Supply network:
Scale: 12 px per um. Pins as bars on the die edge. Tap cells in gray.
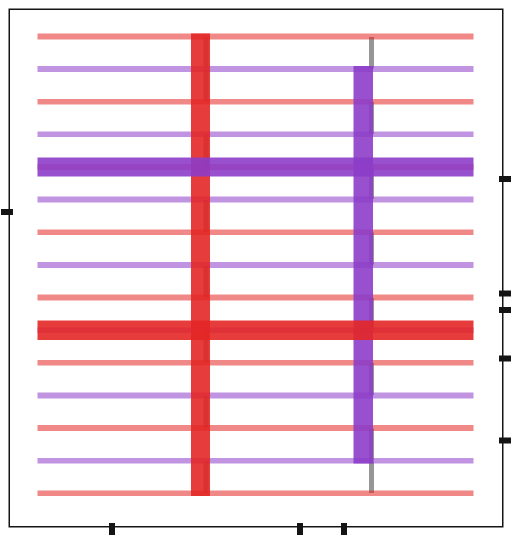
Cells colored by class:
Scale: 12 px per um. Fill, decap, tap and diode cells in gray.
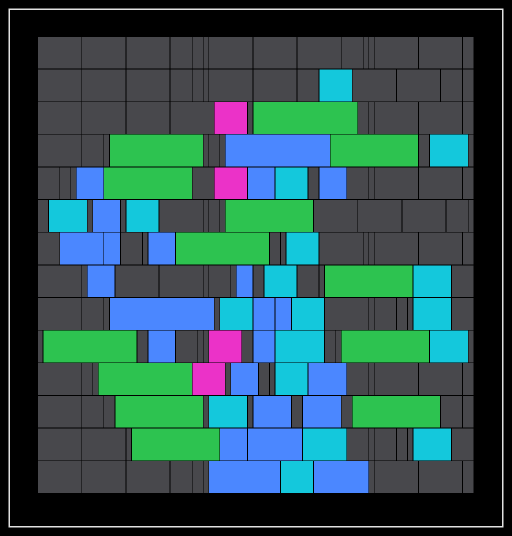
Routed clock nets over the placement:
Scale: 8 px per um.
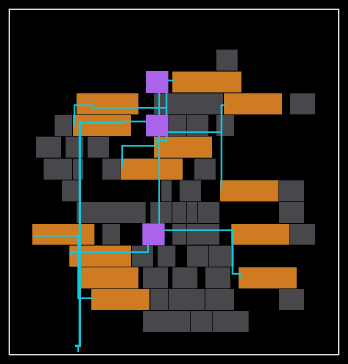
Metal layers overlaid:
Scale: 12 px per um.
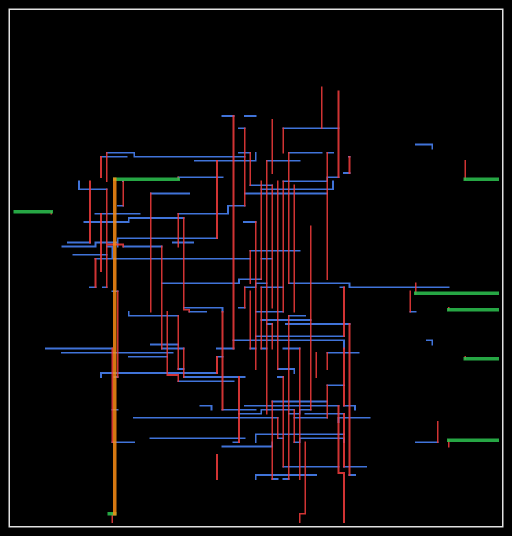
==> config.mk <==
export PLATFORM = sky130hd
export DESIGN_NAME = hdb3_b_polar
export DESIGN_NICKNAME = d
export VERILOG_FILES = /design/src/rtl/hdb3_b_polar.sv
export SDC_FILE = /design/constraint.sdc
export NUM_CORES = 1
export LEC_CHECK = 0
export CORE_AREA = 2 2 39 41
export CTS_BUF_LIST = sky130_fd_sc_hd__clkbuf_4
export DETAILED_ROUTE_END_ITERATION = 10
export DIE_AREA = 0 0 41 43
export MAX_ROUTING_LAYER = met4
export PLACE_DENSITY = 0.62
export SETUP_SLACK_MARGIN = 0.3
export SYNTH_ARGS = -nofsm -noshare
export SYNTH_HDL_FRONTEND = slang
export SYNTH_SLANG_ARGS = --single-unit
==> constraint.sdc <==
create_clock -name clk -period 1.7 [get_ports clk]
set_clock_uncertainty 0.15 [all_clocks]
set_input_delay 0.34 -clock clk [delete_from_list [all_inputs] [get_ports clk]]
set_output_delay 0.34 -clock clk [all_outputs]
set_load 0.01 [all_outputs]
==> results.json <==
{
  "routed-wl-met3_um": 28,
  "ant_nets": 0,
  "p_per_area_nw_per_um2": 903,
  "cts_buffer_depth": 2,
  "mux_share_pct": 2.31,
  "slew_headroom_pct": 77.6,
  "dominant-cell-class": "registers",
  "highest_layer": "met4",
  "pwr-share-comb_pct": 13.4,
  "comb_cells": 22,
  "gr-usage-met3_pct": 1.57,
  "comb-cell-share_pct": 29.6,
  "top_cell": "dfxtp_1",
  "pre_cts_slack_ns": -0.426,
  "cp.required_ns": 1.71,
  "rrSetupSlack_ns": 0.06,
  "setup_ws_ns": 0.0575,
  "area_leaders": "dfxtp_1, and2_1, nor4b_4",
  "clock-sinks": 13,
  "floorplan.nets": 42,
  "cp_slowest_stage_delay_ns": 0.34,
  "setup_viol": 0,
  "hp-class": "reg2reg",
  "rsz0062_at_grt": "yes",
  "aoi_share_pct": 2.31,
  "top_area_share_pct": 60.1,
  "cts_tree": "yes",
  "gp_congestion": 0.662,
  "status": "finished clean"
}
Back to the opening pictures, 'supply network':
legend:
  VDD:
    color: purple
  VSS:
    color: red
met4 straps: 2
tap cells: 16
met1 rails: 15
core area: 1380 um2
Peak VDD IR: 0.000421 V
chip width: 41 um

Back to the opening pictures, 'cells colored by class':
legend:
  remaining logic cells:
    color: blue
    cells: 23
    share_of_their_area: 31%
  remaining buffers and delay cells:
    color: cyan
    cells: 18
    share_of_their_area: 23%
  sequential cells:
    color: green
    cells: 13
    share_of_their_area: 41%
  clock drivers and dummy loads:
    color: magenta
    cells: 4
    share_of_their_area: 4.6%
Seq area share: 40.0%
post-route cell area: 672 um2
FP Rows: 14
Util after Layout: 48.6%

Back to the opening pictures, 'routed clock nets over the placement':
legend:
  clock wires:
    color: cyan
    length: 152 um
  clock-net drivers:
    color: purple
    count: 3
  flip-flops:
    color: orange
    count: 13
routed clock nets: 4
Clock group: 0.197 mW
Clk pwr share: 32.5%
Skew-Pair Late Insertion Delay: 0.26 ns

Back to the opening pictures, 'metal layers overlaid':
legend:
  M1:
    color: blue
    wire_length: 340 um
  M2:
    color: red
    wire_length: 398 um
  M4:
    color: orange
    wire_length: 27.9 um
  M3:
    color: green
    wire_length: 28.7 um
DR vias: 323
total global-route track usage: 12.6%
final wirelength: 794 um
drt wl/cell: 10.7 um

No activity file was given, so power comes from the tool's default toggle rates.
